Run 1, cells coloured by class:
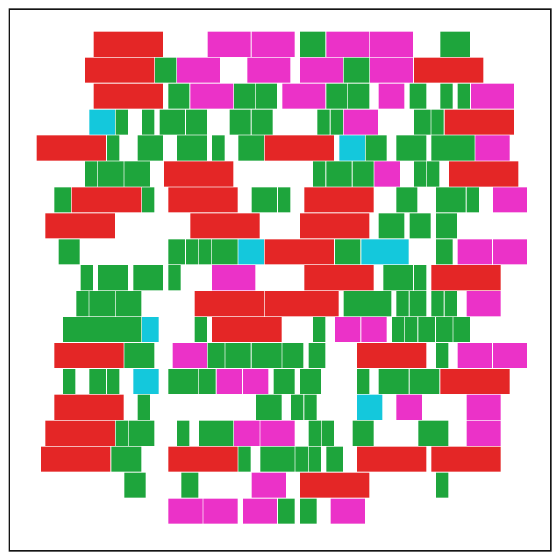
Run 1, sequential cells coloured by netlist name:
Scale bar: 20 um. Other sequential cells in the stronger grey, the rest of the logic in the fainter grey.
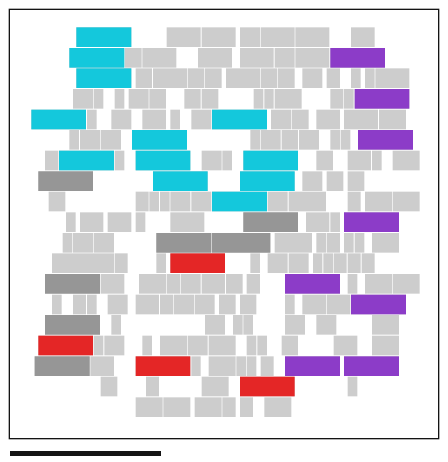
Run 1, signal wires by layer:
Scale bar: 20 um.
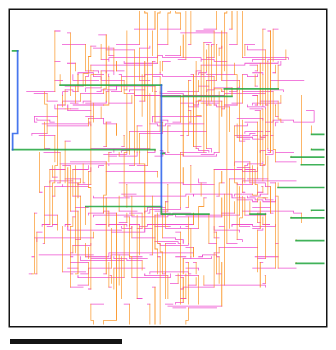
Run 1, routed metal per tile:
Scale bar: 20 um. The die is cut into 11 by 11 equal tiles; dark blue is low, red is high, scaled to the fullest tile. Values are wire area over tile area, all layers added.
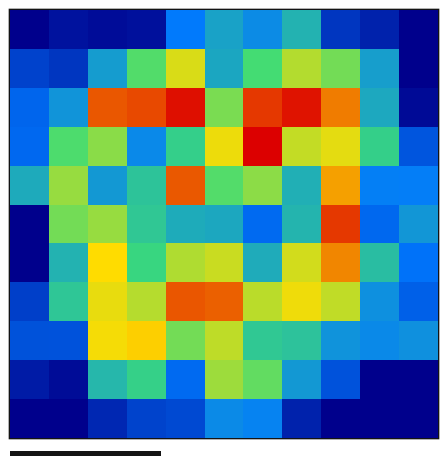
==> config.mk <==
export PLATFORM = sky130hd
export DESIGN_NAME = conv_enc_framer
export DESIGN_NICKNAME = d
export VERILOG_FILES = /design/src/rtl/conv_enc_framer.sv
export SDC_FILE = /design/constraint.sdc
export NUM_CORES = 1
export LEC_CHECK = 0
export CORE_MARGIN = 2
export CORE_UTILIZATION = 49
export DETAILED_ROUTE_END_ITERATION = 7
export PLACE_DENSITY = 0.75
export SLEW_MARGIN = 20
export SYNTH_ARGS = -nofsm -noshare
export SYNTH_HDL_FRONTEND = slang
export SYNTH_SLANG_ARGS = --single-unit
==> constraint.sdc <==
create_clock -name clk -period 1.8 [get_ports clk]
set_input_delay 0.18 -clock clk [delete_from_list [all_inputs] [get_ports clk]]
set_output_delay 0.18 -clock clk [all_outputs]
set_load 0.005 [all_outputs]
==> design notes <==
Static timing analysis puts the maximum clock frequency at 0.583 GHz. The flow ran to the end, and the final reports show no timing, DRC or antenna violations. The logs give 1360 um^2 for the post-synthesis instance area and 2 for the number of buffers on the longest clock path.

For the number of global-route vias before repair, the log shows 1154. The power per unit of standard cell area came out at 686 nW/um^2. The detailed router finished its first iteration with 55 violations. Counting instances in the post-synthesis netlist gives the leading cell types as sky130_fd_sc_hd__nor2_1 (34), sky130_fd_sc_hd__dfxtp_1 (31), sky130_fd_sc_hd__a22oi_1 (13). The total clock buffers created by CTS is 5, and the number of cells in the yosys synthesis report is 158.

The synthesized design contains 0 enable-type register cells. The post-route fraction of the period consumed by the critical path was 95.2%; the share of the synthesized area in the top cell type was 45.7%. Looking at the worst setup and hold paths, the clock pins of their registers show a slew of 0.09 ns. Per the synth stats, the proportion of register bits with asynchronous set or reset is 0%. The run gives 0 as the number of endpoints with negative hold slack in the final report. Vertical die dimension: 56.6 um. For the diode insertion count for antenna repair, the log shows 0. The run gives 3210 um^2 for the total die size. For the total negative slack for setup checks, the log shows 0 ns. Register-to-register setup slack: 0.38 ns. The ratio of cells with drive above 1 in the final layout works out to 10.9%. The worst slew slack as a fraction of its limit is 67.0%, and the initial antenna violation count is 0. The tools report the final count of pins violating max slew as 0. The cell count after synthesis was 158; the number of flip-flops in the largest register was 12.

The H-tree depth was 2; the post-detailed-route via-to-cell ratio was 5.33. After the flow finishes, the layout carries non-filler instances totaling 223. Global routing consumed, on the met1 layer, 22.0% of the routing resources.

For the met2 track utilization from global routing, the log shows 34.9%. By area the synthesized netlist is led by sky130_fd_sc_hd__dfxtp_1 (46%), sky130_fd_sc_hd__nor2_1 (9.4%), sky130_fd_sc_hd__a22oi_1 (7.2%). The count of cells along the worst register-to-register path is 5.

Port buffering added 29 buffers. The final critical-path required period is 1.71 ns, and the pin count of the biggest net entering global routing is 32. The data required time of the critical path is 1.62 ns. The number of different library cells used by synthesis comes to 29. The total overflow left after global routing is 0. The worst setup path is captured at an output port. TritonCTS built the clock tree. The die extent in x was 56.6 um; the area added between synthesis and finish was 32.0%. The final power report lists total power as 1.23 mW. The share of the core area taken by cells at floorplan is 50.5%.

In the routed design, unresolved DRC markers number 0. The tool flagged a number of max-cap violations equal to 0. The tools report the critical path data arrival time as 1.53 ns. The tools report the startpoint kind of the worst setup timing path as a register.

In the log, the iteration count for the first detailed-route pass is 4. Start-to-end type of the worst setup path: register to output port. Busiest layer in global routing: met2. The tools report the number of ports placed on the die boundary as 30.

The count of nets left with antenna violations once routing finished came out at 0. In this run the worst path has a maximum fanout of 6. The tightest min-delay check is of the register to register type.

The first global-routing pass estimated 4.97 mm of wire. Setup repair after global routing left no endpoint under its margin. The tools report the largest vdd supply drop as 0.000598 V. The average instance in the mapped netlist occupies 8.59 um^2. The run gives 1360 um^2 as the yosys synthesis chip area. The number of nets in the synthesized netlist is 167.

Per Yosys stat, the portion of area used by sequential elements is 45.7%. At the later pin of the worst-skew pair, clock insertion delay measures 0.33 ns. The run gives 0.805 as the placer congestion estimate. The logs give a warning total of 26. Summed over all cells, the static leakage comes to 0.865 nW. Hold analysis shows the worst path with a depth of 2. Per the placement report, the placed cell count is 212. The slew at the pin closest to its max-slew limit is 0.496 ns. The most frequently used flop master after synthesis is sky130_fd_sc_hd__dfxtp_1.

The number of sinks handled by clock tree synthesis was 31. The synthesis log from Yosys contains 0 warnings. The synthesis stat section lists a flop and latch total of 31.

In the final run the clock tree shows a worst skew of 0.00746 ns. Summed over all nets, the half-perimeter wirelength after detailed placement is 2.01 mm. sky130_fd_sc_hd__dfxtp_1 takes more of the synthesized area than any other cell.

Per the finish-stage timing summary, setup violations number 0. The net count of the finished layout is 201. For this run, global-route usage on met3 was measured as 8.06%. The cell with the most instances after synthesis is sky130_fd_sc_hd__nor2_1. Clock tree synthesis selected as its root buffer the cell sky130_fd_sc_hd__clkbuf_4.
Notes on 'cells coloured by class' above:
legend:
  remaining buffers and delay cells:
    colour: magenta
    cells: 37
    share_of_their_area: 22%
  combinational and other logic:
    colour: green
    cells: 117
    share_of_their_area: 40%
  sequential cells:
    colour: red
    cells: 31
    share_of_their_area: 35%
  clock drivers and dummy loads:
    colour: cyan
    cells: 7
    share_of_their_area: 3.2%
Placement Rows: 19
placeable core region: 2690 um^2
Design Area, Final: 1790 um^2
Final Core Density: 66.7%
proportion of cell area occupied by registers: 34.7%

Notes on 'sequential cells coloured by netlist name' above:
legend:
  `buf_q`:
    colour: red
    flops: 4
  `frame_cnt`:
    colour: purple
    flops: 8
  `acc_q`:
    colour: cyan
    flops: 12
not coloured: 7
combined flip-flop and latch cell area: 622 um^2
power consumed by sequential cells: 711 uW

Notes on 'signal wires by layer' above:
legend:
  metal 3:
    colour: green
    wire_length: 134 um
  metal 2:
    colour: orange
    wire_length: 1560 um
  metal 4:
    colour: blue
    wire_length: 40.4 um
  metal 1:
    colour: magenta
    wire_length: 1210 um
Routed WL: 2.94 mm
All-Layer GR Usage: 20.4%

Notes on 'routed metal per tile' above:
fullest tile: 0.35
tiles over half the peak: 36%
mean over tiles: 0.15
routed via count: 1188
Avg WL per Cell: 13.2 um

[run 1: cell families (layout without fill, tap and decap cells)]
logic type	count (synthesis)	after routing	synth area share, %
AOI/OAI and AO/OA	24	24	12.0
xor gates and xnor gates	10	10	7.47
adders and majority gates	1	1	0.922
buffers and inverters	13	47	5.07
DFF	31	31	45.7
muxes	1	1	0.737
and+or+nand+nor	78	78	28.1
[run 1: what timing repair did]
item / 4_1_cts / 5_1_grt
endpoints found under the setup margin: 13 / 14
buffers inserted: 3 / 0
resized: 2 / 15
hold buffers: 0 / 0
gates cloned: 1 / 0
endpoints found under the hold margin: 0 / 0
[run 1: critical path, cell delays in order (launching register included)]
cell and delay (ns):
sky130_fd_sc_hd__dfxtp_2 0.33, sky130_fd_sc_hd__nand2b_4 0.16, sky130_fd_sc_hd__clkinvlp_4 0.12, sky130_fd_sc_hd__buf_4 0.15, sky130_fd_sc_hd__clkdlybuf4s50_1 0.44
[run 1: layer usage]
| layer | vias up | wire [um] | share of wire (%) |
|---|---|---|---|
| met3 | 6 | 133 | 4.5 |
| met4 | 0 | 40 | 1.4 |
| li1 | 600 | - | - |
| met2 | 19 | 1560 | 53 |
| met5 | - | 0 | 0 |
| met1 | 563 | 1210 | 41 |
[run 1: power breakdown]
group	total [mW]	internal, mW	leakage [nW]	switching, mW
sequential	0.711	0.700	0.251	0.0105
clock	0.409	0.181	0.0341	0.229
combinational	0.110	0.0511	0.579	0.0585
total	1.23	0.932	0.865	0.298
[run 1: per-stage QoR]
step                      instance area (um^2)  util (%)  setup WS (ns)  hold slack [ns]
final                                     1790      66.7         0.0860            0.479
after global routing                      1790      66.7        0.00115            0.496
after global placement                    1660      61.9          0.237            0.467
after floorplan                           1360         -          0.471            0.257
after detailed placement                  1660      61.9          0.175            0.468
after CTS                                 1750      65.3         0.0290            0.482
[run 1: cell type report]
type                            count  area, um^2
Clock buffer                        6        51.3
Tap cell                           31        38.8
Fill cell                         229         895
Timing Repair inverter              1        7.51
Sequential cell                    31         622
Timing Repair Buffer               37         380
Multi-Input combinational cell    114         676
Inverter                            2        11.3
Clock inverter                      1        5.00
[run 1: layout by cell type, fill, tap and decap left out, drive strengths merged]
master         count
a22oi             13
a2111oi            1
a32oi              1
dlymetal6s2s      12
nor4               2
xor2               2
xnor2              7
nand3              3
and3b              1
nor3               7
nand2b             2
dfxtp             31
ha                 1
a211oi             1
clkinv             1
and2              12
or2                1
nor3b              1
mux2i              1
buf                8
a21oi              8
clkinvlp           2
nor2b              4
nand4              1
nand4b             1
clkdlybuf4s50     17
nor2              34
nand2              9
xnor3              1
clkbuf             6
inv                1
Power is estimated from default activity; no workload was simulated.
